Run 1, signal wires on met1:
Supply wires on this layer in gray.
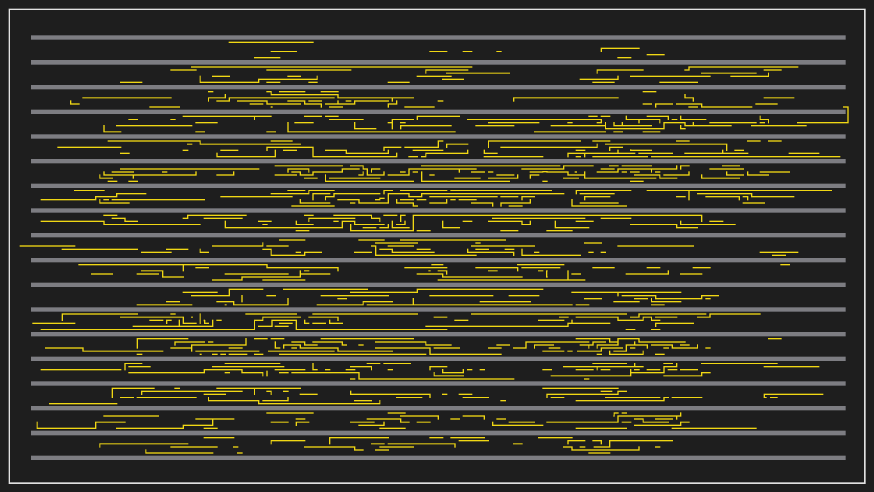
Run 1, signal metal coverage by tile:
The die is cut into 19 by 10 equal tiles; black is low, pale yellow is high, scaled to the fullest tile. Values are wire area over tile area, all layers added.
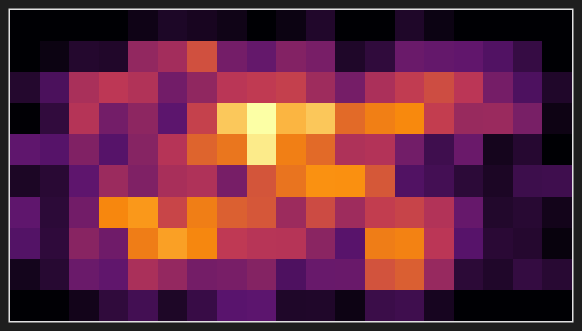
Run 1, signal wires by layer:
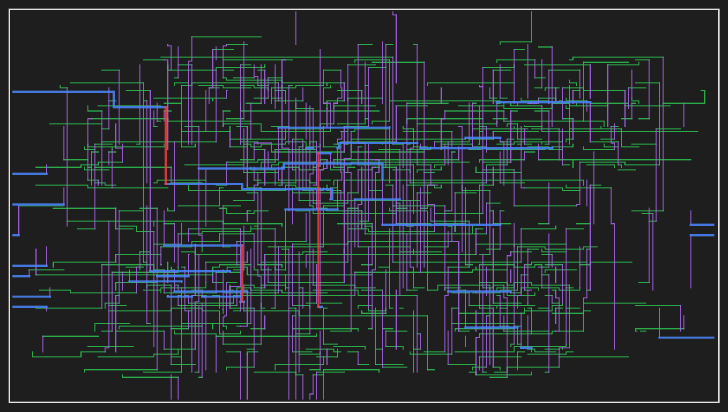
Run 1, cell outlines without signal wires:
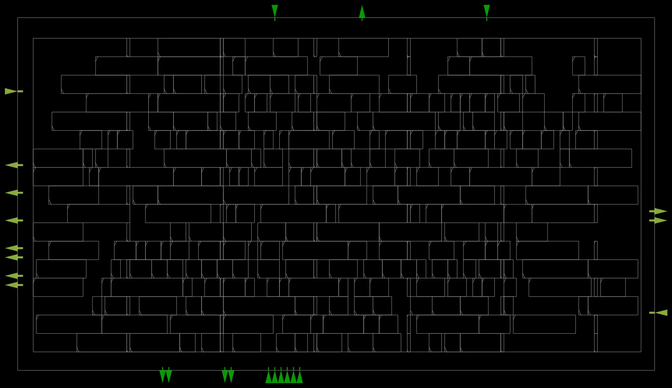
==> config.mk <==
export PLATFORM = sky130hd
export DESIGN_NAME = collision_monitor
export DESIGN_NICKNAME = d
export VERILOG_FILES = /design/src/rtl/wildcube_pkg.sv /design/src/rtl/frame_divider.sv /design/src/rtl/collision_monitor.sv
export SDC_FILE = /design/constraint.sdc
export NUM_CORES = 1
export LEC_CHECK = 0
export ABC_CLOCK_PERIOD_IN_PS = 1900
export CORE_AREA = 2 2 92 50
export CTS_CLUSTER_DIAMETER = 60
export DETAILED_ROUTE_END_ITERATION = 8
export DIE_AREA = 0 0 94 52
export PLACE_DENSITY = 0.77
export SETUP_SLACK_MARGIN = 0.15
export SYNTH_ARGS = -nofsm -noshare
export SYNTH_HDL_FRONTEND = slang
export SYNTH_SLANG_ARGS = --single-unit
==> constraint.sdc <==
create_clock -name clk -period 1.9 [get_ports clk]
set_input_delay 0.57 -clock clk [delete_from_list [all_inputs] [get_ports clk]]
set_output_delay 0.57 -clock clk [all_outputs]
set_load 0.1 [all_outputs]
==> src/rtl/wildcube_pkg.sv <==
`default_nettype none
// ---------------------------------------------------------------------------
// wildcube_pkg : game-state encoding and default game timing constants
// Revision     : 1.0
// ---------------------------------------------------------------------------
package wildcube_pkg;

  localparam logic [2:0] ST_IDLE = 3'd0;
  localparam logic [2:0] ST_LOAD = 3'd1;
  localparam logic [2:0] ST_PLAY = 3'd2;
  localparam logic [2:0] ST_HIT  = 3'd3;
  localparam logic [2:0] ST_OVER = 3'd4;

  typedef enum logic [2:0] {
    S_IDLE = ST_IDLE,
    S_LOAD = ST_LOAD,
    S_PLAY = ST_PLAY,
    S_HIT  = ST_HIT,
    S_OVER = ST_OVER
  } state_t;

  localparam int DEF_LIVES      = 3;
  localparam int DEF_HIT_FRAMES = 64;
  localparam int DEF_SCORE_DIV  = 64;
  localparam int DEF_FLASH_SLOW = 16;
  localparam int DEF_FLASH_FAST = 8;

  localparam int HIT_CNT_W   = 7;
  localparam int SCORE_CNT_W = 6;
  localparam int FLASH_CNT_W = 4;

endpackage
`default_nettype wire

==> src/rtl/frame_divider.sv <==
`default_nettype none
// ---------------------------------------------------------------------------
// frame_divider : counts enabled frame pulses, wraps after reaching 'last'
// Revision      : 1.0
// ---------------------------------------------------------------------------
module frame_divider #(
  parameter int WIDTH = 4
) (
  input  logic             clk,
  input  logic             reset,
  input  logic             clr,
  input  logic             en,
  input  logic [WIDTH-1:0] last,
  output logic             tc
);

  logic [WIDTH-1:0] count;

  // 'last' is limit-1 so a limit equal to 2**WIDTH still fits the counter
  assign tc = en && !clr && (count == last);

  always_ff @(posedge clk or posedge reset) begin
    if (reset) begin
      count <= '0;
    end else if (clr) begin
      count <= '0;
    end else if (en) begin
      count <= (count == last) ? '0 : count + WIDTH'(1);
    end
  end

endmodule
`default_nettype wire

==> src/rtl/collision_monitor.sv <==
`default_nettype none
// ---------------------------------------------------------------------------
// collision_monitor : cube/line overlap detection and frame-rate game FSM
// Revision          : 1.0
// ---------------------------------------------------------------------------
module collision_monitor
  import wildcube_pkg::*;
#(
  parameter int NLINES     = 5,
  parameter int LIVES      = DEF_LIVES,
  parameter int HIT_FRAMES = DEF_HIT_FRAMES,
  parameter int SCORE_DIV  = DEF_SCORE_DIV,
  parameter int FLASH_SLOW = DEF_FLASH_SLOW,
  parameter int FLASH_FAST = DEF_FLASH_FAST
) (
  input  logic              clk,
  input  logic              reset,
  input  logic              frame,
  input  logic              start_machine,
  input  logic              cube,
  input  logic [NLINES-1:0] h_line,
  output logic              stop,
  output logic              flash,
  output logic              load_counter,
  output logic              collide,
  output logic [1:0]        lives,
  output logic [7:0]        score
);

  localparam logic [HIT_CNT_W-1:0]   HIT_LAST   = HIT_CNT_W'(HIT_FRAMES - 1);
  localparam logic [SCORE_CNT_W-1:0] SCORE_LAST = SCORE_CNT_W'(SCORE_DIV - 1);
  localparam logic [FLASH_CNT_W-1:0] SLOW_LAST  = FLASH_CNT_W'(FLASH_SLOW - 1);
  localparam logic [FLASH_CNT_W-1:0] FAST_LAST  = FLASH_CNT_W'(FLASH_FAST - 1);
  localparam logic [1:0]             LIVES_INIT = 2'(LIVES);

  state_t state, next_state;
  logic   flag;
  logic   overlap, hit_now, clean_frame, start_play, state_chg;
  logic   flash_tc, hit_tc, score_tc;
  logic   stop_nxt, load_nxt, flash_nxt;

  // an overlap on the frame cycle itself belongs to the frame that is ending
  assign overlap     = cube & (|h_line);
  assign hit_now     = (state == S_PLAY) && frame && (flag || overlap);
  assign clean_frame = (state == S_PLAY) && frame && !(flag || overlap);
  assign start_play  = (state == S_LOAD) && frame;
  assign state_chg   = (next_state != state);

  frame_divider #(.WIDTH(FLASH_CNT_W)) u_flash_div (
    .clk   (clk),
    .reset (reset),
    .clr   (state_chg || (state == S_LOAD) || (state == S_PLAY)),
    .en    (frame),
    .last  ((state == S_HIT) ? FAST_LAST : SLOW_LAST),
    .tc    (flash_tc)
  );

  frame_divider #(.WIDTH(HIT_CNT_W)) u_hit_div (
    .clk   (clk),
    .reset (reset),
    .clr   (state != S_HIT),
    .en    (frame),
    .last  (HIT_LAST),
    .tc    (hit_tc)
  );

  frame_divider #(.WIDTH(SCORE_CNT_W)) u_score_div (
    .clk   (clk),
    .reset (reset),
    .clr   (start_play),
    .en    (clean_frame),
    .last  (SCORE_LAST),
    .tc    (score_tc)
  );

  always_ff @(posedge clk or posedge reset) begin
    if (reset) state <= S_IDLE;
    else       state <= next_state;
  end

  always_comb begin
    next_state = state;
    unique case (state)
      S_IDLE, S_OVER: if (start_machine) next_state = S_LOAD;
      S_LOAD:         if (frame) next_state = S_PLAY;
      S_PLAY:         if (hit_now) next_state = S_HIT;
      S_HIT:          if (hit_tc) next_state = (lives == 2'd0) ? S_OVER : S_PLAY;
      default:        next_state = S_IDLE;
    endcase

    stop_nxt = (next_state == S_PLAY);
    load_nxt = (next_state == S_IDLE) || (next_state == S_LOAD) || (next_state == S_OVER);

    // the blink phase restarts dark whenever a blinking state is entered
    flash_nxt = flash;
    if (state_chg && ((next_state == S_IDLE) || (next_state == S_HIT) || (next_state == S_OVER)))
      flash_nxt = 1'b0;
    else if ((next_state == S_LOAD) || (next_state == S_PLAY))
      flash_nxt = 1'b1;
    else if (flash_tc)
      flash_nxt = ~flash;
  end

  always_ff @(posedge clk or posedge reset) begin
    if (reset) begin
      stop         <= 1'b0;
      load_counter <= 1'b1;
      flash        <= 1'b0;
      collide      <= 1'b0;
      flag         <= 1'b0;
      lives        <= LIVES_INIT;
      score        <= 8'd0;
    end else begin
      stop         <= stop_nxt;
      load_counter <= load_nxt;
      flash        <= flash_nxt;
      collide      <= hit_now;

      if (frame)                            flag <= 1'b0;
      else if ((state == S_PLAY) && overlap) flag <= 1'b1;

      if (start_play)   lives <= LIVES_INIT;
      else if (hit_now) lives <= lives - 2'd1;

      if (start_play)                          score <= 8'd0;
      else if (score_tc && (score != 8'hFF))   score <= score + 8'd1;
    end
  end

endmodule
`default_nettype wire

==> out/summary.json, run 1 <==
{
  "run_status": {"value": "finished clean"},
  "register_ranked_first_by_flip_flop_count": {"value": "score"},
  "clock_latency": {"value": 290, "unit": "ps"},
  "met3_routed_length": {"value": 272, "unit": "µm"},
  "routedLengthMet1": {"value": 2520, "unit": "µm"},
  "route.top_layer_used": {"value": "met4"},
  "synth.comb.largest_family": {"value": "simple AND/OR/NAND/NOR gates"},
  "regToRegSetupSlack": {"value": 80, "unit": "ps"},
  "worst_slew_margin_rel": {"value": 67.6, "unit": "%"},
  "layout.cells.largest_class": {"value": "combinational gates"},
  "setup-violations-final": {"value": 0},
  "p_total": {"value": 3.08, "unit": "mW"},
  "comb_power_share": {"value": 43.5, "unit": "%"},
  "endpoint": {"value": "score[7]$_DFFE_PP0P_"},
  "holdCritPathClass": {"value": "register to register"},
  "gr-total-overflow": {"value": 0},
  "pwr-share-seq": {"value": 37.0, "unit": "%"},
  "worst_setup_path_end_kind": {"value": "register"},
  "share_of_the_synthesized_area_in_the_top_cell_type": {"value": 41.9, "unit": "%"},
  "achievable-frequency": {"value": 0.537, "unit": "GHz"},
  "layout.clock_buffers": {"value": 8},
  "design.final.nets": {"value": 277},
  "finalHoldViolations": {"value": 0},
  "place.detailed.instances": {"value": 301},
  "fin_tns_setup": {"value": 0, "unit": "ps"},
  "grt_first_pass_wirelength": {"value": 8020, "unit": "µm"},
  "layout_min_cycle_time": {"value": 1860, "unit": "ps"},
  "combAreaFraction": {"value": 38.9, "unit": "%"},
  "critical_path.most_common_cell": {"value": "buf_6"},
  "chipArea": {"value": 4890, "unit": "µm²"},
  "crit-reg2reg-launch": {"value": "score[0]$_DFFE_PP0P_"},
  "inv_count": {"value": 7},
  "buffer_area_share": {"value": 23.8, "unit": "%"},
  "flip_flop_count_of_the_largest_register_all_copies_and_words_added": {"value": 8},
  "clkTransAtPathRegs": {"value": 70, "unit": "ps"},
  "hold_end": {"value": "u_hit_div.count[5]$_DFFE_PP0P_"},
  "hp-start": {"value": "u_hit_div.count[5]$_DFFE_PP0P_"},
  "crit_chain": {"value": "buf_6 > or4_4 > o21ai_4 > buf_4 > buf_6 > buf_6 > nand4_1 > xor2_1 > nor2_1"},
  "yosysMostFrequentCell": {"value": "dfrtp_1"},
  "mean_instance_size_in_the_synthesized_netlist": {"value": 9.57, "unit": "µm²"},
  "pwr.group.sequential": {"value": 1.14, "unit": "mW"},
  "max_slew.worst_pin.slew": {"value": 482, "unit": "ps"},
  "top_area_cells_in_the_synthesized_netlist": {"value": "dfrtp_1, xor2_1, nor2_1"},
  "postLayoutCellArea": {"value": 2980, "unit": "µm²"},
  "fa_ha_area_share": {"value": 3.27, "unit": "%"},
  "nMultiInputCombCells": {"value": 151},
  "crit_path_start": {"value": "h_line[4]"},
  "cts.sink_count": {"value": 35},
  "port_buffers": {"value": 23},
  "reg2regPathDepth": {"value": 7},
  "clock_skews": {"value": 7.58, "unit": "ps"},
  "antenna_cells": {"value": 0},
  "total_switching_power": {"value": 1.20, "unit": "mW"},
  "irDropWorstVdd": {"value": 0.987, "unit": "mV"},
  "detailroute.wirelength.met2": {"value": 2450, "unit": "µm"},
  "reg_top3": {"value": "score x8, u_hit_div.count x7, u_score_div.count x6"},
  "postSynthRegisterBits": {"value": 35},
  "warning_count": {"value": 29},
  "cp_slowest_cell": {"value": "or4_4"},
  "cpPeakStageDelay": {"value": 530, "unit": "ps"},
  "internal_power_of_the_cells": {"value": 1.89, "unit": "mW"},
  "clk_path_buf_depth": {"value": 2},
  "yosysSeqAreaShare": {"value": 46.0, "unit": "%"},
  "cts_made_buffers": {"value": 5},
  "number_of_i_o_pins": {"value": 24},
  "placement_rows": {"value": 17},
  "synth_chip_area": {"value": 1910, "unit": "µm²"},
  "layout_top_cells_excl_fill_tap": {"value": "buf_4, nor2_1, dfrtp_1"},
  "path_max_fanout": {"value": 6},
  "synthesis.area": {"value": 1910, "unit": "µm²"},
  "place.detailed.hpwl": {"value": 3320, "unit": "µm"},
  "setup_slack": {"value": 36.6, "unit": "ps"},
  "design.seq.count": {"value": 35},
  "net_count_of_the_mapped_netlist": {"value": 215},
  "portion_of_the_clock_cycle_consumed_by_the_worst_path_in_the_final_layout": {"value": 98.1, "unit": "%"},
  "first_global_vias": {"value": 1630},
  "core_area": {"value": 4150, "unit": "µm²"},
  "tritoncts": {"value": "built"},
  "cells_resized_by_post_cts_repair": {"value": 29},
  "p_leak": {"value": 1.27, "unit": "nW"},
  "power.clock.total": {"value": 0.599, "unit": "mW"},
  "cell_taking_the_most_area_after_synthesis": {"value": "dfrtp_1"},
  "synth-edff-count": {"value": 0},
  "floorplan.core_util": {"value": 46.1, "unit": "%"}
}
About 'signal wires on met1':
nets with wire on the layer: 251
main direction: horizontal
wire length on this layer: 2520 µm
share of all routed wire: 48%
longest straight run: 31.7 µm
routed wire length: 5280 µm
routed vias: 1788
met1 Resource Use GR: 33.7%

About 'signal metal coverage by tile':
fullest tile: 0.55
densest ninth of the die: center
mean over tiles: 0.17
tiles over half the peak: 22%
nearly empty tiles: 11%
detail-routed net length per standard cell: 16.5 µm
Overall Global Routing Usage: 21.7%

About 'signal wires by layer':
[metal 2] purple | wire length: 2450 µm
[metal 1] green | wire length: 2520 µm
[metal 3] blue | wire length: 273 µm
[metal 4] red | wire length: 38.1 µm

About 'cell outlines without signal wires':
filler cell count in the final layout: 305
Seq area share: 30.4%
non-filler instance count after layout: 320
final core utilization: 71.7%
well-tap cell count: 57

==> inputs of run 2 (changes only) <==
Settings changed: CORE_AREA 2 2 92 50 to 2 2 96 52, DIE_AREA 0 0 94 52 to 0 0 98 54, PLACE_DENSITY 0.77 to 0.79, SYNTH_HIERARCHICAL from default to 1.
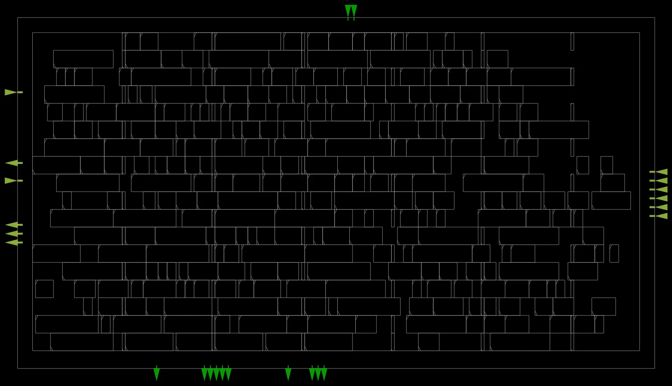
Run 2: cell outlines without signal wires
final core utilization: 72.6%
floorplan row count: 18
FFs & Latches: 35
well-tap cell count: 60

==> out/summary.json, run 2 <==
{
  "run_status": {"value": "finished with violations"},
  "failed_checks": {"value": "negative setup slack"},
  "p_leak": {"value": 1.55, "unit": "nW"},
  "grt_use_total": {"value": 22.3, "unit": "%"},
  "setup_slack": {"value": -697, "unit": "ps"},
  "mean_instance_size_in_the_synthesized_netlist": {"value": 10.6, "unit": "µm²"},
  "clkTransAtPathRegs": {"value": 80, "unit": "ps"},
  "layout.clock_buffers": {"value": 5},
  "setup-violations-final": {"value": 16},
  "path_max_fanout": {"value": 2},
  "layout_top_cells_excl_fill_tap": {"value": "buf_4, dfrtp_1, nor2_1"},
  "crit_chain": {"value": "xor2_1 > nor4_2 > nand4_2 > and2b_2 > a211oi_1 > a211o_2 > a41oi_4 > and3b_1 > xnor2_1 > o32a_1 > mux2i_1"},
  "layout.cells.largest_class": {"value": "combinational gates"},
  "postSynthRegisterBits": {"value": 35},
  "irDropWorstVdd": {"value": 1.34, "unit": "mV"},
  "flip_flop_count_of_the_largest_register_all_copies_and_words_added": {"value": 8},
  "crit-reg2reg-launch": {"value": "u_hit_div/count[0]$_DFFE_PP0P_"},
  "number_of_i_o_pins": {"value": 24},
  "tritoncts": {"value": "built"},
  "clock_latency": {"value": 290, "unit": "ps"},
  "synth-edff-count": {"value": 0},
  "floorplan.core_util": {"value": 47.7, "unit": "%"},
  "fa_ha_area_share": {"value": 2.87, "unit": "%"},
  "power.clock.total": {"value": 0.542, "unit": "mW"},
  "share_of_the_synthesized_area_in_the_top_cell_type": {"value": 36.7, "unit": "%"},
  "port_buffers": {"value": 23},
  "total_switching_power": {"value": 1.59, "unit": "mW"},
  "routedLengthMet1": {"value": 2720, "unit": "µm"},
  "cell_taking_the_most_area_after_synthesis": {"value": "dfrtp_1"},
  "globalRouteMet1Util": {"value": 31.9, "unit": "%"},
  "reg_top3": {"value": "score x8, u_hit_div/count x7, u_score_div/count x6"},
  "met3_routed_length": {"value": 328, "unit": "µm"},
  "clock_skews": {"value": 2.90, "unit": "ps"},
  "register_ranked_first_by_flip_flop_count": {"value": "score"},
  "yosysMostFrequentCell": {"value": "dfrtp_1"},
  "fin_tns_setup": {"value": -3470, "unit": "ps"},
  "place.detailed.instances": {"value": 338},
  "yosysSeqAreaShare": {"value": 40.3, "unit": "%"},
  "worst_setup_path_end_kind": {"value": "register"},
  "reg2regPathDepth": {"value": 11},
  "vias": {"value": 1974},
  "internal_power_of_the_cells": {"value": 2.19, "unit": "mW"},
  "combAreaFraction": {"value": 42.5, "unit": "%"},
  "portion_of_the_clock_cycle_consumed_by_the_worst_path_in_the_final_layout": {"value": 137, "unit": "%"},
  "wl_per_cell": {"value": 16.0, "unit": "µm"},
  "buffer_area_share": {"value": 24.9, "unit": "%"},
  "cpPeakStageDelay": {"value": 360, "unit": "ps"},
  "antenna_cells": {"value": 0},
  "cells_resized_by_post_cts_repair": {"value": 38},
  "comb_power_share": {"value": 57.6, "unit": "%"},
  "layout_min_cycle_time": {"value": 2600, "unit": "ps"},
  "pwr-share-seq": {"value": 28.1, "unit": "%"}
}
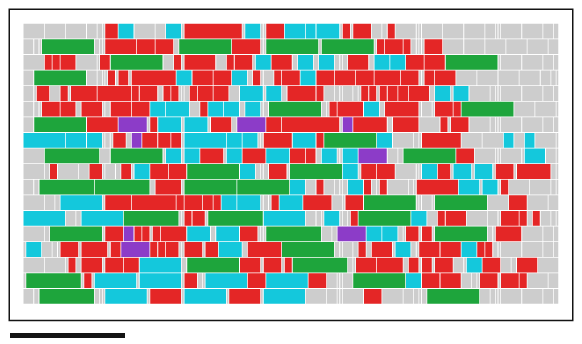
Run 2: cell classes on the final placement
The bar under the picture is 20 µm long. Fill, decap, tap and diode cells in gray.
[clock drivers and dummy loads] purple | cells: 8
[remaining buffers and delay cells] cyan | cells: 80
[sequential cells] green | cells: 35
[combinational and other logic] red | cells: 177
Seq area share: 26.7%
Core Region: 4570 µm²
Layout Cell Area excl Fill: 3320 µm²

==> inputs of run 3 (changes only) <==
Settings changed: CORE_AREA 2 2 96 52 to 5 5 99 55, DIE_AREA 0 0 98 54 to 0 0 104 60, SLEW_MARGIN from default to 40.
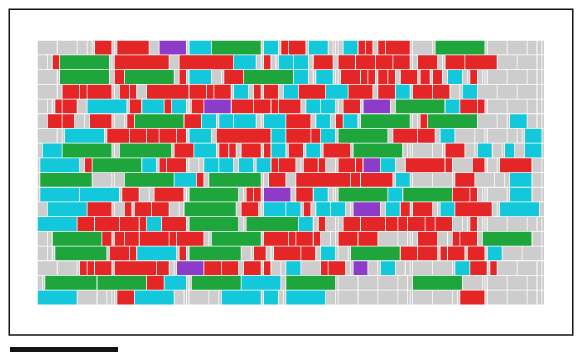
Run 3: cell classes on the final placement
The bar under the picture is 20 µm long. Fill, decap, tap and diode cells in gray.
Core Region: 4590 µm²
Seq area share: 26.2%
Layout Cell Area excl Fill: 3380 µm²
final core utilization: 73.6%

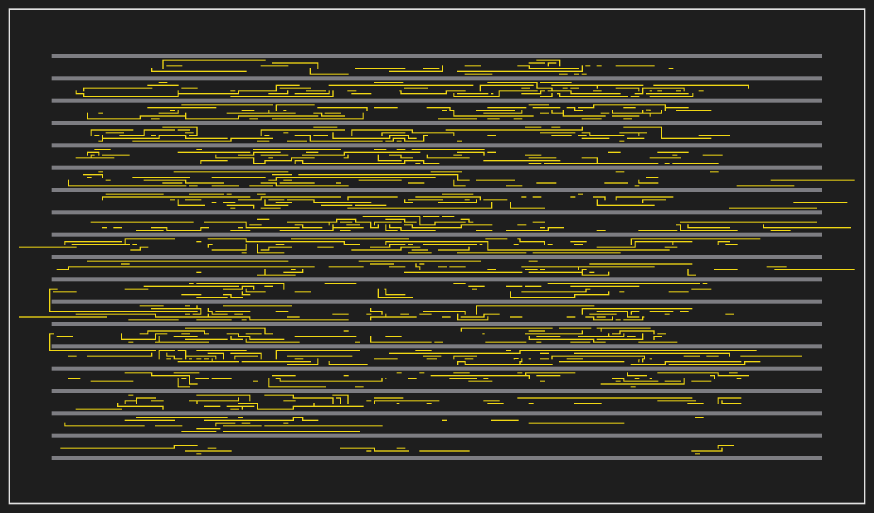
Run 3: signal wires on met1
Supply wires on this layer in gray.
main direction: horizontal
share of all routed wire: 49%
longest straight run: 29.9 µm
routed vias: 1901
routed wire length: 5850 µm
met1 Resource Use GR: 28.8%

==> out/summary.json, run 3 <==
{
  "run_status": {"value": "finished with violations"},
  "failed_checks": {"value": "negative setup slack"},
  "layout.cells.largest_class": {"value": "combinational gates"},
  "buffer_area_share": {"value": 25.0, "unit": "%"},
  "number_of_i_o_pins": {"value": 24},
  "warning_count": {"value": 29},
  "tritoncts": {"value": "built"},
  "power.clock.total": {"value": 0.595, "unit": "mW"},
  "port_buffers": {"value": 23},
  "met3_routed_length": {"value": 283, "unit": "µm"},
  "cts.sink_count": {"value": 35},
  "synthesis.area": {"value": 2180, "unit": "µm²"},
  "layout.clock_buffers": {"value": 6},
  "antenna_cells": {"value": 0},
  "nMultiInputCombCells": {"value": 167},
  "place.detailed.hpwl": {"value": 3960, "unit": "µm"},
  "register_ranked_first_by_flip_flop_count": {"value": "score"},
  "inv_count": {"value": 10},
  "grt_first_pass_wirelength": {"value": 9570, "unit": "µm"},
  "portion_of_the_clock_cycle_consumed_by_the_worst_path_in_the_final_layout": {"value": 137, "unit": "%"},
  "postSynthRegisterBits": {"value": 35},
  "combAreaFraction": {"value": 42.6, "unit": "%"},
  "routedLengthMet1": {"value": 2880, "unit": "µm"},
  "clk_path_buf_depth": {"value": 2},
  "synth_chip_area": {"value": 2180, "unit": "µm²"},
  "grt_use_total": {"value": 20.0, "unit": "%"},
  "endpoint": {"value": "flash$_DFFE_PP0P_"},
  "setup-violations-final": {"value": 16},
  "regToRegSetupSlack": {"value": -710, "unit": "ps"},
  "setup_slack": {"value": -709, "unit": "ps"},
  "cp_slowest_cell": {"value": "dfrtp_1"},
  "fillerInstances": {"value": 320},
  "route.top_layer_used": {"value": "met4"},
  "gr-total-overflow": {"value": 0},
  "detailroute.wirelength.met2": {"value": 2580, "unit": "µm"},
  "wl_per_cell": {"value": 16.2, "unit": "µm"},
  "place.detailed.instances": {"value": 338},
  "worst_setup_path_end_kind": {"value": "register"},
  "layout_min_cycle_time": {"value": 2610, "unit": "ps"},
  "design.final.nets": {"value": 315},
  "cts_made_buffers": {"value": 5},
  "flip_flop_count_of_the_largest_register_all_copies_and_words_added": {"value": 8},
  "chipArea": {"value": 6240, "unit": "µm²"},
  "placement_rows": {"value": 18},
  "p_total": {"value": 3.94, "unit": "mW"},
  "clkTransAtPathRegs": {"value": 80, "unit": "ps"},
  "mean_instance_size_in_the_synthesized_netlist": {"value": 10.6, "unit": "µm²"},
  "floorplan.core_util": {"value": 47.5, "unit": "%"},
  "internal_power_of_the_cells": {"value": 2.30, "unit": "mW"},
  "cpPeakStageDelay": {"value": 360, "unit": "ps"}
}
Power figures rest on the tool's default switching activity, not on a simulated workload.
